==> images/route_heat.png <==
The die is cut into 25 by 25 equal tiles; dark blue is low, red is high, scaled to the fullest tile. Values are wire area over tile area, all layers added.
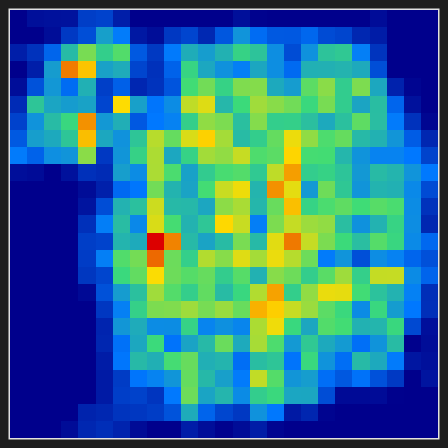
==> images/placed.png <==
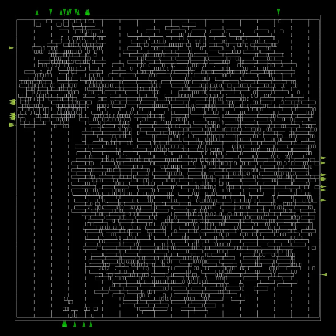
==> images/ff_map.png <==
Bar = 50 µm. Other sequential cells in the stronger gray, the rest of the logic in the fainter gray.
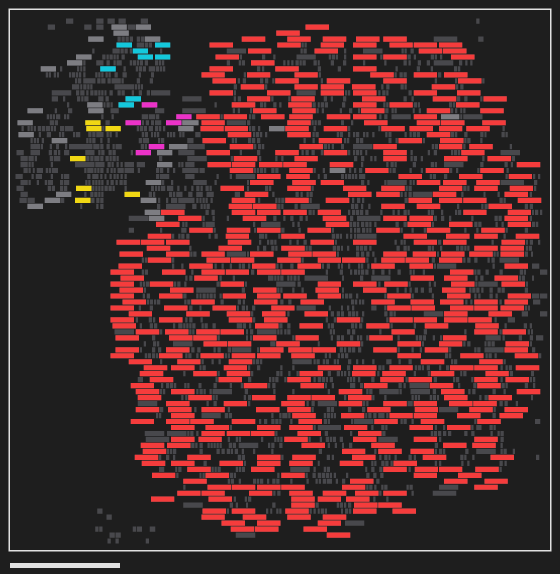
==> images/clock_wires.png <==
Bar = 50 µm.
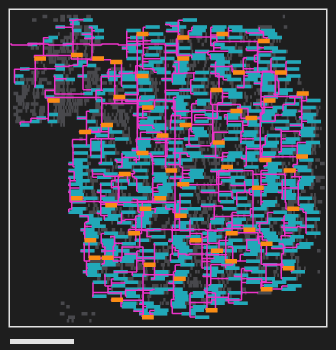
===== src/rtl/usb_rx_pkg.sv =====
// ============================================================================
// usb_rx_pkg : shared types, PID codes and PID helpers for the USB RX path.
// Rev 1.0
// ============================================================================
`default_nettype none

package usb_rx_pkg;

  typedef enum logic [2:0] {
    ST_IDLE    = 3'd0,
    ST_PID     = 3'd1,
    ST_PAYLOAD = 3'd2,
    ST_READY   = 3'd3,
    ST_DROP    = 3'd4
  } state_e;

  localparam logic [3:0] PID_OUT   = 4'b0001;
  localparam logic [3:0] PID_IN    = 4'b1001;
  localparam logic [3:0] PID_SETUP = 4'b1101;
  localparam logic [3:0] PID_DATA0 = 4'b0011;
  localparam logic [3:0] PID_DATA1 = 4'b1011;
  localparam logic [3:0] PID_ACK   = 4'b0010;
  localparam logic [3:0] PID_NAK   = 4'b1010;
  localparam logic [3:0] PID_STALL = 4'b1110;

  function automatic logic is_data_pid(input logic [3:0] pid);
    return (pid == PID_DATA0) || (pid == PID_DATA1);
  endfunction

  // Upper nibble of a PID byte is the one's complement of the lower nibble.
  function automatic logic pid_byte_ok(input logic [7:0] b);
    return b[7:4] == ~b[3:0];
  endfunction

endpackage

`default_nettype wire


===== src/rtl/usb_rx_byte_fifo.sv =====
// ============================================================================
// usb_rx_byte_fifo : single-clock byte FIFO with push/pop/flush and occupancy.
// Rev 1.0
// ============================================================================
`default_nettype none

module usb_rx_byte_fifo #(
  parameter int DEPTH = 64,
  parameter int CNT_W = $clog2(DEPTH) + 1
) (
  input  logic             clk,
  input  logic             rst,
  input  logic             push_i,
  input  logic [7:0]       wdata_i,
  input  logic             pop_i,
  input  logic             flush_i,
  output logic [7:0]       rdata_o,
  output logic [CNT_W-1:0] count_o,
  output logic             full_o,
  output logic             empty_o
);

  localparam int AW = $clog2(DEPTH);

  logic [7:0]       mem_q [DEPTH];
  logic [AW-1:0]    wr_ptr_q;
  logic [AW-1:0]    rd_ptr_q;
  logic [CNT_W-1:0] count_q;
  logic             w_push_ok;
  logic             w_pop_ok;

  assign full_o    = (count_q == CNT_W'(DEPTH));
  assign empty_o   = (count_q == '0);
  assign w_push_ok = push_i & ~full_o & ~flush_i;
  assign w_pop_ok  = pop_i & ~empty_o & ~flush_i;

  always_ff @(posedge clk) begin
    if (w_push_ok) begin
      mem_q[wr_ptr_q] <= wdata_i;
    end
  end

  always_ff @(posedge clk) begin
    if (rst || flush_i) begin
      wr_ptr_q <= '0;
      rd_ptr_q <= '0;
      count_q  <= '0;
    end else begin
      if (w_push_ok) begin
        wr_ptr_q <= wr_ptr_q + AW'(1);
      end
      if (w_pop_ok) begin
        rd_ptr_q <= rd_ptr_q + AW'(1);
      end
      case ({w_push_ok, w_pop_ok})
        2'b10:   count_q <= count_q + CNT_W'(1);
        2'b01:   count_q <= count_q - CNT_W'(1);
        default: count_q <= count_q;
      endcase
    end
  end

  assign rdata_o = mem_q[rd_ptr_q];
  assign count_o = count_q;

endmodule

`default_nettype wire


===== src/rtl/usb_rx_packet_assembler.sv =====
// ============================================================================
// usb_rx_packet_assembler : PID check, payload buffering and packet hand-off.
// Optional CRC16 stripping on DATA0/DATA1 via USB_RX_ASM_CRC_STRIP_EN. Rev 1.0
// ============================================================================
`default_nettype none

module usb_rx_packet_assembler
  import usb_rx_pkg::*;
#(
  parameter int DEPTH = 64,
  parameter int CNT_W = $clog2(DEPTH) + 1
) (
  input  logic             clk,
  input  logic             rst,
  input  logic [7:0]       rx_data,
  input  logic             write_enable,
  input  logic             rcv_error,
  input  logic             pkt_end,
  output logic             pkt_valid,
  output logic [3:0]       pkt_pid,
  output logic [CNT_W-1:0] pkt_len,
  input  logic             rd_en,
  output logic [7:0]       rd_data,
  input  logic             pkt_done,
  output logic             pkt_error,
  output logic             busy
);

  state_e           state_q, state_d;
  logic [7:0]       pid_byte_q, pid_byte_d;
  logic [3:0]       pkt_pid_q, pkt_pid_d;
  logic [CNT_W-1:0] pkt_len_q, pkt_len_d;
  logic             pkt_valid_q, pkt_valid_d;
  logic             pkt_error_q, pkt_error_d;
  logic             end_seen_q, end_seen_d;

  logic             fifo_push, fifo_pop, fifo_flush;
  logic [CNT_W-1:0] fifo_count;
  logic             fifo_full, fifo_empty;
  logic             drop_req, end_req;
`ifdef USB_RX_ASM_CRC_STRIP_EN
  logic [3:0]       w_end_pid;
`endif

  usb_rx_byte_fifo #(
    .DEPTH (DEPTH),
    .CNT_W (CNT_W)
  ) u_fifo (
    .clk     (clk),
    .rst     (rst),
    .push_i  (fifo_push),
    .wdata_i (rx_data),
    .pop_i   (fifo_pop),
    .flush_i (fifo_flush),
    .rdata_o (rd_data),
    .count_o (fifo_count),
    .full_o  (fifo_full),
    .empty_o (fifo_empty)
  );

  always_ff @(posedge clk) begin
    if (rst) begin
      state_q     <= ST_IDLE;
      pid_byte_q  <= '0;
      pkt_pid_q   <= '0;
      pkt_len_q   <= '0;
      pkt_valid_q <= 1'b0;
      pkt_error_q <= 1'b0;
      end_seen_q  <= 1'b0;
    end else begin
      state_q     <= state_d;
      pid_byte_q  <= pid_byte_d;
      pkt_pid_q   <= pkt_pid_d;
      pkt_len_q   <= pkt_len_d;
      pkt_valid_q <= pkt_valid_d;
      pkt_error_q <= pkt_error_d;
      end_seen_q  <= end_seen_d;
    end
  end

  always_comb begin
    state_d     = state_q;
    pid_byte_d  = pid_byte_q;
    pkt_pid_d   = pkt_pid_q;
    pkt_len_d   = pkt_len_q;
    pkt_valid_d = pkt_valid_q;
    pkt_error_d = 1'b0;
    end_seen_d  = 1'b0;
    fifo_push   = 1'b0;
    fifo_pop    = 1'b0;
    fifo_flush  = 1'b0;
    drop_req    = 1'b0;
    end_req     = 1'b0;
`ifdef USB_RX_ASM_CRC_STRIP_EN
    w_end_pid   = (state_q == ST_PID) ? pid_byte_q[3:0] : pkt_pid_q;
`endif

    case (state_q)
      ST_IDLE: begin
        if (write_enable) begin
          pid_byte_d = rx_data;
          state_d    = ST_PID;
        end
      end
      ST_PID: begin
        if (rcv_error || !pid_byte_ok(pid_byte_q)) begin
          drop_req = 1'b1;
        end else begin
          pkt_pid_d = pid_byte_q[3:0];
          if (pkt_end) begin
            end_req = 1'b1;
          end else begin
            state_d = ST_PAYLOAD;
          end
        end
      end
      ST_PAYLOAD: begin
        if (rcv_error || (write_enable && fifo_full)) begin
          drop_req = 1'b1;
        end else if (pkt_end) begin
          end_req = 1'b1;
        end else if (write_enable) begin
          fifo_push = 1'b1;
        end
      end
      ST_READY: begin
        // A byte arriving before release is lost; the held packet stays intact.
        pkt_error_d = write_enable;
        if (pkt_done) begin
          fifo_flush  = 1'b1;
          pkt_valid_d = 1'b0;
          pkt_len_d   = '0;
          state_d     = ST_IDLE;
        end else if (rd_en && (pkt_len_q != '0) && !fifo_empty) begin
          fifo_pop  = 1'b1;
          pkt_len_d = pkt_len_q - CNT_W'(1);
        end
      end
      ST_DROP: begin
        fifo_flush = 1'b1;
        if (pkt_end || end_seen_q) begin
          state_d = ST_IDLE;
        end
      end
      default: begin
        state_d = ST_IDLE;
      end
    endcase

    if (end_req) begin
`ifdef USB_RX_ASM_CRC_STRIP_EN
      if (is_data_pid(w_end_pid)) begin
        if (fifo_count < CNT_W'(2)) begin
          drop_req = 1'b1;
        end else begin
          state_d     = ST_READY;
          pkt_valid_d = 1'b1;
          pkt_len_d   = fifo_count - CNT_W'(2);
        end
      end else begin
        state_d     = ST_READY;
        pkt_valid_d = 1'b1;
        pkt_len_d   = fifo_count;
      end
`else
      state_d     = ST_READY;
      pkt_valid_d = 1'b1;
      pkt_len_d   = fifo_count;
`endif
    end

    // Remember an EOP seen on the drop cycle so DROP exits without waiting.
    if (drop_req) begin
      state_d     = ST_DROP;
      pkt_error_d = 1'b1;
      fifo_flush  = 1'b1;
      end_seen_d  = pkt_end;
    end
  end

  assign pkt_valid = pkt_valid_q;
  assign pkt_pid   = pkt_pid_q;
  assign pkt_len   = pkt_len_q;
  assign pkt_error = pkt_error_q;
  assign busy      = (state_q != ST_IDLE);

endmodule

`default_nettype wire


===== config.mk =====
export PLATFORM = sky130hd
export DESIGN_NAME = usb_rx_packet_assembler
export DESIGN_NICKNAME = d
export VERILOG_FILES = /design/src/rtl/usb_rx_pkg.sv /design/src/rtl/usb_rx_byte_fifo.sv /design/src/rtl/usb_rx_packet_assembler.sv
export SDC_FILE = /design/constraint.sdc
export NUM_CORES = 1
export LEC_CHECK = 0
export ABC_AREA = 1
export CAP_MARGIN = 10
export CORE_UTILIZATION = 40
export CTS_BUF_LIST = sky130_fd_sc_hd__clkbuf_16
export DETAILED_ROUTE_END_ITERATION = 10
export SLEW_MARGIN = 20
export SYNTH_ARGS = -nofsm -noshare
export SYNTH_HDL_FRONTEND = slang
export SYNTH_HIERARCHICAL = 1
export SYNTH_SLANG_ARGS = --single-unit
export TNS_END_PERCENT = 1

===== constraint.sdc =====
create_clock -name clk -period 8.2 [get_ports clk]
set_input_delay 1.64 -clock clk [delete_from_list [all_inputs] [get_ports clk]]
set_output_delay 1.64 -clock clk [all_outputs]
set_load 0.02 [all_outputs]

==> results.cfg <==
; yosys + openroad results
[final_layout]
area_growth_pct = 11.4
largestRegisters = u_fifo/mem_q: 512 flops, pid_byte_q: 8 flops
seq_area_mm2 = 0.0164
inv_count = 69
nNonClkBuffers = 56
layout_top_cell = nand2_1
clock_area_frac = 0.0740
logic_gates = 1430
layout-drive-gt1-share = 0.0706
n_antenna_cell = 0
buffer_area_frac = 0.0182
largest_class = sequential cells
largest_reg_flops = 512

[floorplanning]
die_y_um = 246
core_mm2 = 0.0582
die_width_um = 246
taps = 765
rows = 88
dieArea_mm2 = 0.0604

[synth]
yosys_warnings = 6
synthFlopType = edfxtp_1
yosys_area_mm2 = 0.0238
postSynthCellCount = 2179
top_cell = nand2_1
synth_cell_type_count = 37
async_reset_ff_frac = 0
ys_sh_simple = 0.245
yosys.area.top_type = edfxtp_1
ys_sh_mux = 0
topCombFamilyByArea = simple AND/OR/NAND/NOR gates
edf_count = 512
ys_cells = 2179
common_cells = 739 x nand2_1, 512 x edfxtp_1, 467 x nand3_1
synth_nets = 2201

[final_timing]
finalHoldViolCount = 0
slew_headroom = 0.269
tns_ns = 0
fmax_ghz = 0.171
finalCritPeriodShare = 0.714

[clock_tree]
cts_tree = done
path_clk_slew_ns = 0.06
ctsHoldBuffers = 0
cts_resized = 0
cts_buffer_depth = 3
clk_latency_ns = 0.62
cts.htree.levels = 2
numCtsBuffers = 57
cts.sinks = 562

[critical_path]
regToRegSetupSlack_ns = 4.34
cp_max_fo = 134
setup.worst_path.class = register to output port
critPathCapture = rd_data[3]
critPathSlowestCell = inv_6
worstRegToRegCells = 11
cp.arrival_ns = 4.21
path_delay_family = buffers and inverters
required_ns = 6.56
cp-end-kind = output port

[placed_design]
placed_cells = 2882
hpwl_um = 33300
gp_congestion = 0.891

[global_route]
top_usage_layer = met2
grt_pass1_wl_um = 91200
grt.overflow.total = 0
grt_usage = 0.198
grt_use_met1 = 0.275

[run_status]
status = finished, final reports clean

[power_and_ir_drop]
clkPwrFrac = 0.442
ir_drop_v = 0.000150
power_density_mw_per_mm2 = 230
p_comb_w = 0.000238
p_comb_frac = 0.039
p_leak_nw = 9.50
clk-power_w = 0.00269
p_seq_w = 0.00316
maxPowerGroup = registers

[route]
first_iter_violations = 1573
route.met3.wl_um = 4330
wl_um = 59400
wl_per_cell_um = 19.9

[min_path]
min_delay_path_depth = 2

[flow_run]
openroad.warnings = 32
## Picture notes: route_heat.png
tiles over half the peak	22%
emptiest ninth of the die	bottom left
fullest tile	0.53
mean over tiles	0.16
nearly empty tiles	20%
densest ninth of the die	middle

## Picture notes: placed.png
number of flip-flops and latches: 562
final std cells w/o fill: 2990
flop share of the area: 0.618
fin util: 0.455

## Picture notes: ff_map.png
signal	color	sequential cells
`u_fifo/rd_ptr_q`	magenta	6
`pid_byte_q`	cyan	8
`u_fifo/count_o`	yellow	7
`u_fifo/mem_q`	red	512
not colored	29

## Picture notes: clock_wires.png
[clock-net drivers] orange | count: 57
[clock wires] magenta | length: 6560 µm
[flip-flops] cyan | count: 562
flops lie	all over the die
routed clock nets	58

-- through the flow --
stage	utilization	setup slack [ns]	area (µm²)	total power, W	hold WS [ns]
2_1_floorplan	-	3.99	23800	0.00336	0.444
3_3_place_gp	0.421	2.69	24500	0.00346	0.459
3_5_place_dp	0.421	2.85	24500	0.00346	0.469
4_1_cts	0.455	2.38	26500	0.00614	0.477
5_1_grt	0.455	2.06	26500	0.00628	0.496
6_report	0.455	2.35	26500	0.00609	0.474
-- worst min-delay path, delay by kind of cell, from the launching register on --
family	cells	cell delay, ns
compound gates	1	0.05
buf+inv	1	0.06
flops	1	0.31
Power figures rest on the tool's default switching activity, not on a simulated workload.
